**Run 1: routing congestion**

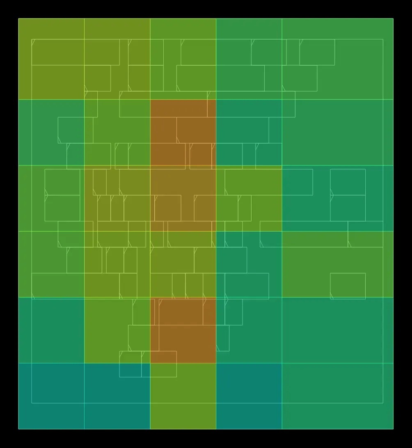
**Run 1: layout detail**

Region (14, 0) to (39, 25) um. Cells in grey, sequential cells in the stronger grey; small squares are vias.
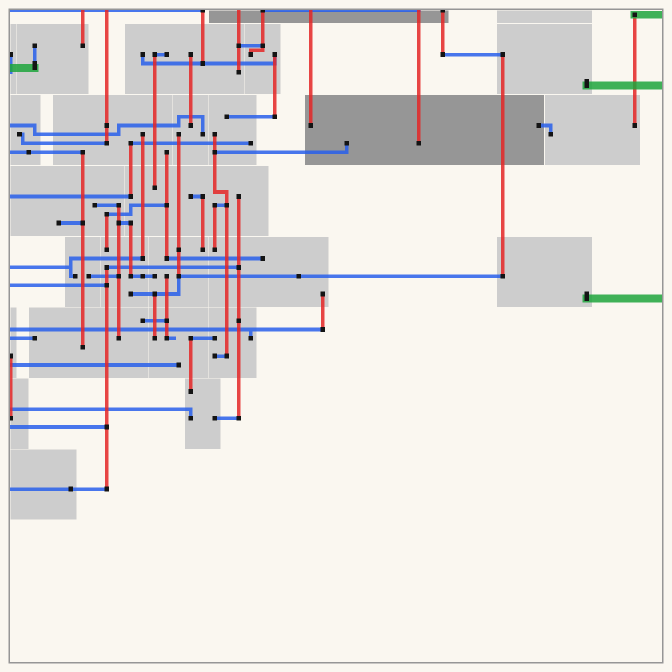
**Run 1: register map, names as in the netlist**

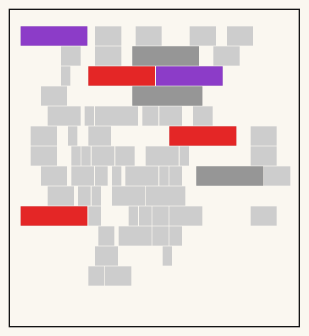
--- src/rtl/gray_updown_counter_pkg.sv ---
// Shared definitions for the Gray-code up/down counter: default width, step
// encoding and a generic binary-to-Gray helper.
package gray_updown_counter_pkg;

  localparam int DefaultWidth = 3;
  localparam int MaxWidth     = 32;

  // What the counter does on the coming edge, after load/enable priority.
  typedef enum logic [1:0] {
    OpHold = 2'd0,
    OpLoad = 2'd1,
    OpInc  = 2'd2,
    OpDec  = 2'd3
  } stepOp_e;

  function automatic logic [MaxWidth-1:0] bin2Gray(input logic [MaxWidth-1:0] x);
    return x ^ (x >> 1);
  endfunction

endpackage

--- src/rtl/gray_updown_counter_bin_to_gray.sv ---
// Combinational binary-to-Gray converter: MSB passes through, every lower bit
// is the XOR of itself and its upper neighbour.
module bin_to_gray_n #(
  parameter int WIDTH = 3
) (
  input  logic [WIDTH-1:0] binIn,
  output logic [WIDTH-1:0] grayOut
);

  assign grayOut[WIDTH-1] = binIn[WIDTH-1];

  for (genvar i = 0; i < WIDTH - 1; i++) begin : g_xor
    assign grayOut[i] = binIn[i+1] ^ binIn[i];
  end

endmodule

--- src/rtl/gray_updown_counter.sv ---
// Binary up/down counter with a registered Gray image, terminal-count pulse
// and optional saturation; every output is a flop fed from next-state logic.
module gray_updown_counter
  import gray_updown_counter_pkg::*;
#(
  parameter int WIDTH    = DefaultWidth,
  parameter bit SATURATE = 1'b0
) (
  input  logic             clk,
  input  logic             rst_n,
  input  logic             en,
  input  logic             up,
  input  logic             load,
  input  logic [WIDTH-1:0] load_bin,
  output logic [WIDTH-1:0] gray,
  output logic [WIDTH-1:0] bin,
  output logic             wrap,
  output logic             at_max,
  output logic             at_min
);

  localparam logic [WIDTH-1:0] MaxCount  = '1;
  localparam logic [WIDTH-1:0] MinCount  = '0;
  localparam logic [WIDTH-1:0] One       = WIDTH'(1);
  localparam logic [WIDTH-1:0] ResetCnt  = '0;
  localparam logic [WIDTH-1:0] ResetGray = '0;

  stepOp_e          stepOp;
  logic [WIDTH-1:0] cnt;
  logic [WIDTH-1:0] nextCnt;
  logic [WIDTH-1:0] nextGray;
  logic             nextWrap;
  logic [WIDTH-1:0] grayReg;
  logic             wrapReg;
  logic             atMaxReg;
  logic             atMinReg;

  // Load beats count, count beats hold.
  always_comb begin
    // NOTE: assign a default before any branch so no path leaves the signal
    // unassigned; otherwise synthesis infers a latch.
    stepOp = OpHold;
    if (load) begin
      stepOp = OpLoad;
    end else if (en) begin
      stepOp = up ? OpInc : OpDec;
    end
  end

  always_comb begin
    nextCnt  = cnt;
    nextWrap = 1'b0;
    unique case (stepOp)
      OpLoad: nextCnt = load_bin;
      OpInc: begin
        if (cnt == MaxCount) begin
          nextWrap = 1'b1;
          nextCnt  = SATURATE ? cnt : MinCount;
        end else begin
          nextCnt = cnt + One;
        end
      end
      OpDec: begin
        if (cnt == MinCount) begin
          nextWrap = 1'b1;
          nextCnt  = SATURATE ? cnt : MaxCount;
        end else begin
          nextCnt = cnt - One;
        end
      end
      default: begin
        nextCnt  = cnt;
        nextWrap = 1'b0;
      end
    endcase
  end

  // Gray is computed on next-state so it updates on the same edge as cnt.
  bin_to_gray_n #(
    .WIDTH(WIDTH)
  ) u_bin_to_gray (
    .binIn  (nextCnt),
    .grayOut(nextGray)
  );

  // NOTE: every register here has a defined reset value because downstream
  // compare logic reads the flags immediately after reset.
  always_ff @(posedge clk or negedge rst_n) begin
    if (!rst_n) begin
      cnt      <= ResetCnt;
      grayReg  <= ResetGray;
      wrapReg  <= 1'b0;
      atMaxReg <= 1'b0;
      atMinReg <= 1'b1;
    end else begin
      // NOTE: non-blocking so every flop samples pre-edge values together.
      cnt      <= nextCnt;
      grayReg  <= nextGray;
      wrapReg  <= nextWrap;
      atMaxReg <= (nextCnt == MaxCount);
      atMinReg <= (nextCnt == MinCount);
    end
  end

  assign bin    = cnt;
  assign gray   = grayReg;
  assign wrap   = wrapReg;
  assign at_max = atMaxReg;
  assign at_min = atMinReg;

endmodule

--- config.mk ---
export PLATFORM = sky130hd
export DESIGN_NAME = gray_updown_counter
export DESIGN_NICKNAME = d
export VERILOG_FILES = /design/src/rtl/gray_updown_counter_pkg.sv /design/src/rtl/gray_updown_counter_bin_to_gray.sv /design/src/rtl/gray_updown_counter.sv
export SDC_FILE = /design/constraint.sdc
export NUM_CORES = 1
export LEC_CHECK = 0
export CORE_ASPECT_RATIO = 1.1
export CORE_UTILIZATION = 30
export CTS_CLUSTER_DIAMETER = 100
export DETAILED_ROUTE_END_ITERATION = 7
export PLACE_DENSITY = 0.66
export SLEW_MARGIN = 15
export SYNTH_ARGS = -nofsm -noshare
export SYNTH_HDL_FRONTEND = slang
export SYNTH_SLANG_ARGS = --single-unit
--- constraint.sdc ---
create_clock -name clk -period 2.39 [get_ports clk]
set_input_delay 0.3585 -clock clk [delete_from_list [all_inputs] [get_ports clk]]
set_output_delay 0.3585 -clock clk [all_outputs]
set_load 0.02 [all_outputs]
==> impl_metrics.json, run 1 <==
{
  "cp_max_fo": 6,
  "numClockSinks": 8,
  "netSwitchingPower_w": 0.000128,
  "cts_resized": 0,
  "synth-async-reset-ratio_pct": 100,
  "p_comb_share_pct": 33.7,
  "ys_seq_share_pct": 44.0,
  "final.fill_count": 144,
  "syn-cell-area_um2": 458,
  "sequentialPowerShare_pct": 39.3,
  "clk_latency_ns": 0.26,
  "drive_gt1_share_pct": 11.3,
  "core_area_um2": 1400,
  "openroad.warnings": 28,
  "initCoreUtil_pct": 32.7,
  "htree_levels": 1,
  "crit_top_cell": "ha_1",
  "tns_ns": 0,
  "power.internal_w": 0.000288,
  "critPathKind": "flop to flop",
  "ys_ff": 8,
  "mostFrequentLayoutCells": "clkdlybuf4s50_1, dfrtp_1, ha_1",
  "synthDistinctLibCells": 21,
  "post_cts_buffers": 0,
  "fin_skew_ns": 0.00895,
  "portBuffers": 16,
  "grt-ovfl-total": 0,
  "path_cells": "ha_1 > ha_1 > nand2b_1 > a221oi_1 > o22a_1 > ha_1",
  "cpLargestDelayFamily": "adder cells",
  "die_x_um": 39.3,
  "leakagePower_nw": 0.295,
  "cpPeakStageDelay_ns": 0.43,
  "cts_max_path_buffers": 2,
  "track_usage_pct": 13.0,
  "syn_avg_cell_area_um2": 10.6,
  "period_minus_slack_ns": 1.92,
  "syn_nets": 56,
  "relSlewSlack_pct": 75.4,
  "yosys_cells": 43,
  "swShare_pct": 30.8,
  "fp.dieH_um": 43.0,
  "hp-class": "input pin to asynchronous set/reset pin",
  "final_common_cell": "clkdlybuf4s50_1",
  "slew_viol_final": 0,
  "status": "complete, no violations",
  "layout.nets": 76,
  "rows": 14,
  "p_clk_share_pct": 26.9,
  "dp_hpwl_um": 669,
  "hold_violations": 0,
  "cap_violations": 0,
  "insertedDiodeCount": 0,
  "clk_pin_slew_worst_paths_ns": 0.06,
  "routed_via_density": 4.90,
  "peakVddDrop_uv": 382,
  "area_growth_pct": 43.4,
  "endpoint_kind": "flop",
  "cts_made_buffers": 3,
  "wl_um": 873,
  "min_period_over_period_pct": 80.2,
  "grt_pass1_vias": 342,
  "logic_area_um2": 234,
  "grt_first_pass_wirelength_um": 1420,
  "yosys_area_um2": 458
}
-- 'routing congestion' (at the start) --
Avg WL per Cell: 11.2 um
met2 usage: 18.0%
Util after Layout: 46.9%
GRT met3 Usage: 6.28%
met1 usage: 15.8%

-- 'layout detail' (at the start) --
layer	colour
metal 2	red
metal 3	green
metal 1	blue
sequential cells in the window	1
cells with their middle in the window	22
netlist names of flops here include	wrap (1)
most frequent	ha_1 (4), clkdlybuf4s50_1 (4)

-- 'register map, names as in the netlist' (at the start) --
name in the netlist	colour	sequential cells
bin	red	3
gray	purple	2
not coloured	3

## run 1: cells by family (layout without fill, tap and decap cells)
logic type	count (synthesis)	in the layout	share of synthesized area [%]
xor+xnor	1	1	1.91
compound gates	11	11	19.1
flops	8	8	44.0
fa+ha+maj	5	5	13.7
simple gates	13	13	16.4
buf+inv	5	24	4.92
## run 1: power by group through the flow
stage	Combinational [W]	Clock, W	Sequential, W
final	0.000141	0.000112	0.000164
after floorplan	0.0000581	0	0.000187
after global routing	0.000154	0.000125	0.000166
after CTS	0.000143	0.000120	0.000165
after global placement	0.000142	0	0.000166
after detailed placement	0.000142	0	0.000166
## run 1: flip-flops by register name, indices dropped and copies added (netlist names)
register and flops:
at_min 1, bin 3, gray 2, wrap 1, at_max 1
## run 1: through the flow
stage | hold WS, ns | area [um^2] | utilization, % | power [W]
floorplan | 0.0629 | 458 | - | 0.000245
global placement | 0.665 | 631 | 45.0 | 0.000309
detailed placement | 0.667 | 631 | 45.0 | 0.000308
CTS | 0.381 | 657 | 46.9 | 0.000428
global route | 0.409 | 657 | 46.9 | 0.000446
finish | 0.378 | 657 | 46.9 | 0.000417
## run 1: final cells by class
cell class | count | share of cell area, %
multi-input combinational | 30 | 35.6
sequential | 8 | 30.7
timing repair buffer | 16 | 24.4
clock buffer | 4 | 4.00
tap | 16 | 3.05
inverter | 4 | 2.29
## run 1: worst paths after layout
path	start	end	slack [ns]	depth (start not counted)
min	rst_n	bin[1]	0.38	1
max reg2reg	bin[0]	gray[0]	0.47	6
max in group asynchronous	rst_n	at_min	1.70	1
min reg2reg	bin[2]	bin[2]	0.72	2
min in group clk	load_bin[0]	bin[0]	0.69	3
max	bin[0]	gray[0]	0.47	6
## run 1: cell usage after synthesis (2+ instances only)
cell	count	area (um^2)
o22a_1	2	17.5
nor2_1	2	7.51
o21ai_0	2	10.0
a21oi_1	3	15.0
nand2b_1	2	12.5
dfrtp_1	7	175
ha_1	5	62.6
nand2_1	4	15.0
inv_1	4	15.0
## run 1: routing by layer
| layer | track usage, % | vias up | wire, um |
|---|---|---|---|
| li1 | - | 191 | - |
| met1 | 15.8 | 179 | 396 |
| met2 | 18.0 | 10 | 424 |
| met3 | 6.28 | 2 | 39 |
| met4 | 8.28 | 0 | 14 |
| met5 | 0 | - | 0 |
**Run 1: supply network**

Scale bar: 10 um. Pins as bars on the die edge. Tap cells in grey.
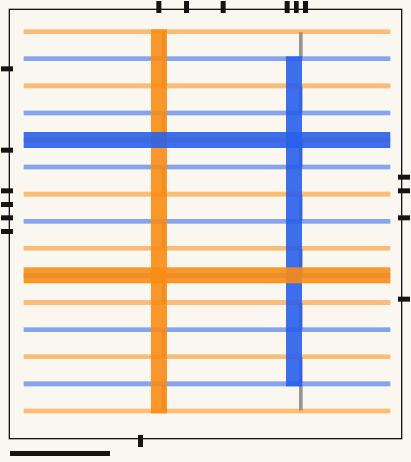

==> run 1 -> run 2 <==
Settings changed: PLACE_DENSITY 0.66 to 0.68.
Clock period 2.39 ns to 1.6 ns, I/O delays scaled along.
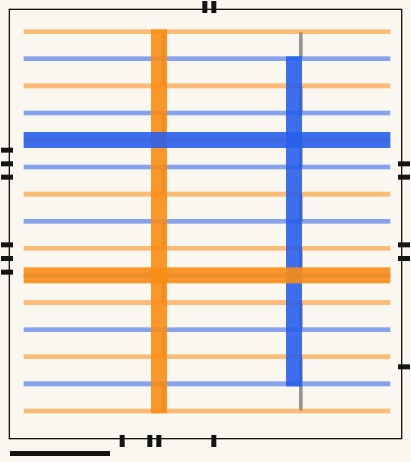
**Above:** run 2 (supply network).
Scale bar: 10 um. Pins as bars on the die edge. Tap cells in grey.
net	colour
VSS	orange
VDD	blue
met4 straps	2
met1 rails	15
die height: 43.0 um
VDD IR-drop max: 672 uV
core area: 1400 um^2

==> impl_metrics.json, run 2 <==
{
  "tns_ns": -0.595,
  "largest_reg_flops": 3,
  "place_ws_ns": -0.218,
  "finalSetupViolations": 4,
  "relSlewSlack_pct": 76.2,
  "wire_per_inst_um": 13.2,
  "top_cells_by_count": "dfrtp_1, ha_1, inv_1, nand2_1, a21oi_1",
  "xor_share_pct": 1.91,
  "ys_seq_share_pct": 44.0,
  "yosysTopAreaCell": "dfrtp_1",
  "violations": "negative setup slack",
  "ys_sh_adder_pct": 13.7,
  "slew_viol_final": 0,
  "critPathKind": "flop to flop",
  "hold_violations": 0,
  "cts_made_buffers": 3,
  "track_usage_pct": 17.6,
  "wl_um": 1200,
  "drive_gt1_share_pct": 42.7,
  "final_util_pct": 57.7,
  "fin_skew_ns": 0.0102,
  "synth.most_common_cell": "dfrtp_1",
  "cap_violations": 0,
  "grt_first_pass_wirelength_um": 1920,
  "die_x_um": 39.3,
  "routed_via_density": 4.69,
  "area_growth_pct": 76.5,
  "hp-class": "input pin to asynchronous set/reset pin",
  "grt-ovfl-total": 0,
  "insertedDiodeCount": 0,
  "mostFrequentLayoutCells": "buf_4, clkdlybuf4s50_1, dfrtp_1",
  "setup_ws_ns": -0.204,
  "ys_ff": 8,
  "cts_max_path_buffers": 2,
  "syn-cell-area_um2": 458,
  "top_logic_kind": "AND-OR/OR-AND gates",
  "mux_area_share_pct": 0,
  "synthDistinctLibCells": 21,
  "yosys_area_um2": 458,
  "synth-compound-area-share_pct": 19.1,
  "status": "complete, but fails checks",
  "period_minus_slack_ns": 1.80,
  "numClockSinks": 8,
  "synth-async-reset-ratio_pct": 100,
  "synthTopCellsByArea": "dfrtp_1, ha_1, dfstp_2",
  "clk_pin_slew_worst_paths_ns": 0.06,
  "yosys_cells": 43,
  "grt_pass1_vias": 431,
  "dp_hpwl_um": 867,
  "syn_avg_cell_area_um2": 10.6,
  "initCoreUtil_pct": 32.7,
  "portBuffers": 16,
  "yosys.area_share.simple_pct": 16.4
}
[run 2: area by class of cell]
cell class	count	area, um^2
Fill cell	138	593
Multi-Input combinational cell	30	293
Inverter	4	15.0
Tap cell	16	20.0
Clock buffer	4	26.3
Sequential cell	8	204
Timing Repair Buffer	29	250
[run 2: path summary, 6_finish.rpt]
kind	from	end	slack, ns	depth (start not counted)
min reg2reg	bin[2]	wrap	0.90	4
max reg2reg	bin[1]	at_min	-0.20	6
max in group asynchronous	rst_n	at_min	1.03	1
min	rst_n	bin[2]	0.25	1
max	bin[1]	at_min	-0.20	6
min in group clk	load_bin[0]	bin[0]	0.58	3
[run 2: cell families (layout without fill, tap and decap cells)]
group,Yosys count,in the layout
AND/OR/NAND/NOR,13,13
AND-OR/OR-AND,11,11
flip-flops,8,8
adder cells (fa/ha/maj),5,5
buffers and inverters,5,37
XOR/XNOR,1,1
[run 2: metrics by stage]
| step | hold WS [ns] | total power, W | instance area, um^2 |
|---|---|---|---|
| 2_1_floorplan | -0.0556 | 0.000373 | 469 |
| 3_3_place_gp | 0.531 | 0.000495 | 717 |
| 3_5_place_dp | 0.537 | 0.000502 | 717 |
| 4_1_cts | 0.250 | 0.000690 | 781 |
| 5_1_grt | 0.272 | 0.000755 | 808 |
| 6_report | 0.253 | 0.000704 | 808 |
[run 2: critical path, stage by stage, from the launching register on]
cell	delay [ns]
dfrtp_2	0.39
inv_2	0.06
ha_4	0.15
or3_4	0.39
a221oi_4	0.31
o31ai_4	0.14
nor4bb_2	0.26
[run 2: per-layer routing]
layer / vias to the layer above / wire (um) / global-route usage [%]
met5: - / 0 / 0
li1: 215 / - / -
met2: 14 / 646 / 26.0
met1: 194 / 465 / 20.6
met4: 0 / 25 / 11.7
met3: 4 / 65 / 6.28
[run 2: report_power, final]
part | internal, W | switching [W] | leakage (nW)
Sequential | 0.000230 | 0.0000154 | 0.0941
Combinational | 0.000153 | 0.000141 | 0.257
Clock | 0.0000954 | 0.0000693 | 0.0150
[run 2: what timing repair did]
item | in CTS | in global routing
buffers inserted | 2 | 1
pin swaps | 5 | 5
gates resized | 9 | 6
cloned | 0 | 0
setup endpoints to repair | 10 | 7
**Run 2: routed metal, one colour a layer**

Only two layers are drawn.
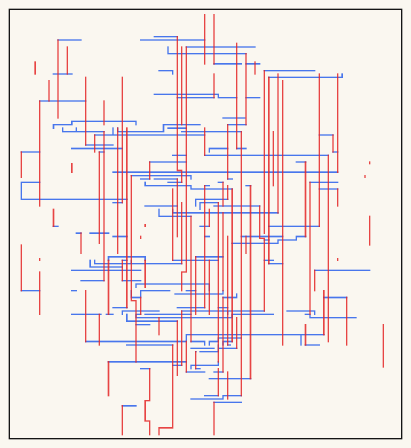

==> run 2 -> run 3 <==
Settings changed: CORE_ASPECT_RATIO 1.1 to unset, CORE_UTILIZATION 30 to 35, PLACE_DENSITY 0.68 to 0.76.
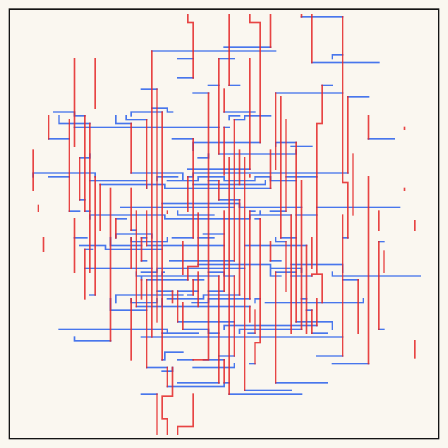
**Above:** run 3 (routed metal, one colour a layer).
Only two layers are drawn.
layer	colour	wire length
metal 2	red	661 um
metal 1	blue	524 um

==> impl_metrics.json, run 3 <==
{
  "ys_ff": 8,
  "r2r_start": "bin[1]",
  "relSlewSlack_pct": 73.6,
  "ys_seq_share_pct": 44.0,
  "numClockSinks": 8,
  "globalplace.congestion": 0.845,
  "finalSetupViolations": 4,
  "die_x_um": 38.2,
  "cp.arrival_ns": 1.92,
  "yosys_area_um2": 458,
  "drive_gt1_share_pct": 41.9,
  "cts_max_path_buffers": 2,
  "grt_first_pass_wirelength_um": 1940,
  "final_util_pct": 70.8,
  "yosys_cells": 43,
  "sequentialPowerShare_pct": 34.3,
  "grt_pass1_vias": 452,
  "track_usage_pct": 20.2,
  "area_growth_pct": 78.7,
  "hp-class": "input pin to asynchronous set/reset pin",
  "swShare_pct": 33.3,
  "fin_skew_ns": 0.0120,
  "wl_um": 1210,
  "initCoreUtil_pct": 39.6,
  "portBuffers": 16,
  "cts_made_buffers": 3,
  "power.internal_w": 0.000481,
  "synth-async-reset-ratio_pct": 100,
  "mostFrequentLayoutCells": "buf_4, clkdlybuf4s50_1, nand2_1, dfrtp_1, dlygate4sd2_1",
  "p_clk_share_pct": 24.6,
  "status": "complete, but fails checks",
  "period_minus_slack_ns": 1.75,
  "dp_hpwl_um": 832,
  "largest_reg_flops": 3,
  "synthDistinctLibCells": 21,
  "reg2reg_depth": 6,
  "syn-cell-area_um2": 458,
  "slew_viol_final": 0,
  "setup_ws_ns": -0.151,
  "endpoint": "at_min",
  "wire_per_inst_um": 13.8,
  "worstReg2RegEnd": "at_min",
  "r2r_setup_slack_ns": -0.15,
  "fp.dieH_um": 38.2,
  "violations": "negative setup slack",
  "synth.most_common_cell": "dfrtp_1",
  "crit_start": "bin[1]",
  "netSwitchingPower_w": 0.000241,
  "synthTopCellsByArea": "dfrtp_1, ha_1, dfstp_2",
  "core_area_um2": 1160,
  "p_comb_share_pct": 41.1,
  "hold_violations": 0,
  "yosysTopAreaCell": "dfrtp_1",
  "clk_pin_slew_worst_paths_ns": 0.07,
  "peakVddDrop_uv": 466
}
## run 3: critical path, cell delays in order (launching register included)
cell	delay [ns]
dfrtp_2	0.38
inv_2	0.06
ha_4	0.15
or3_4	0.39
a221oi_4	0.27
o31ai_4	0.13
nor4bb_2	0.26
## run 3: timing repair
action | CTS | global route
gates resized | 11 | 5
pin swaps | 3 | 4
endpoints found under the setup margin | 8 | 7
setup buffers | 1 | 0
## run 3: cell type report
| cell class | instances | area [um^2] | area share, % |
|---|---|---|---|
| flip-flops and latches | 8 | 205 | 25.1 |
| multi-input cells | 30 | 307 | 37.5 |
| repair buffers | 28 | 248 | 30.3 |
| well taps | 14 | 17.5 | 2.14 |
| inverters | 4 | 15.0 | 1.83 |
| clock buffers | 4 | 26.3 | 3.21 |
## run 3: cell families (layout without fill, tap and decap cells)
| logic type | after synthesis | after routing | share of synthesized area, % |
|---|---|---|---|
| flops | 8 | 8 | 44.0 |
| simple gates | 13 | 13 | 16.4 |
| buf+inv | 5 | 36 | 4.92 |
| xor+xnor | 1 | 1 | 1.91 |
| compound gates | 11 | 11 | 19.1 |
| fa+ha+maj | 5 | 5 | 13.7 |
## run 3: power groups by stage
stage	Combinational, W	Clock, W	Sequential [W]
after global placement	0.000252	0	0.000247
final	0.000297	0.000178	0.000247
after floorplan	0.0000915	0	0.000282
after CTS	0.000284	0.000184	0.000245
after detailed placement	0.000254	0	0.000249
after global routing	0.000319	0.000194	0.000250
## run 3: worst min path at each step
stage / start / endpoint
floorplan: rst_n / at_max
global placement: rst_n / at_max
detailed placement: rst_n / gray[1]
CTS: rst_n / bin[2]
global route: rst_n / bin[2]
finish: rst_n / bin[2]
## run 3: routing by layer
metal	GRT usage [%]	up-vias	share of wire (%)
li1	-	216	-
met1	23.8	211	43
met2	35.6	14	54
met3	1.74	0	2.4
met4	10.7	0	0
met5	0	-	0
## run 3: through the flow
step           worst slack [ns]  total power (W)  hold slack, ns  instances  cell area (um^2)
3_3_place_gp             -0.140         0.000499           0.527         83               722
3_5_place_dp             -0.172         0.000503           0.554         83               722
5_1_grt                  -0.230         0.000763           0.272         88               818
2_1_floorplan            -0.158         0.000373         -0.0556         43               469
4_1_cts                  -0.188         0.000714           0.263         88               798
6_report                 -0.151         0.000722           0.262         88               818
Power is estimated from default activity; no workload was simulated.
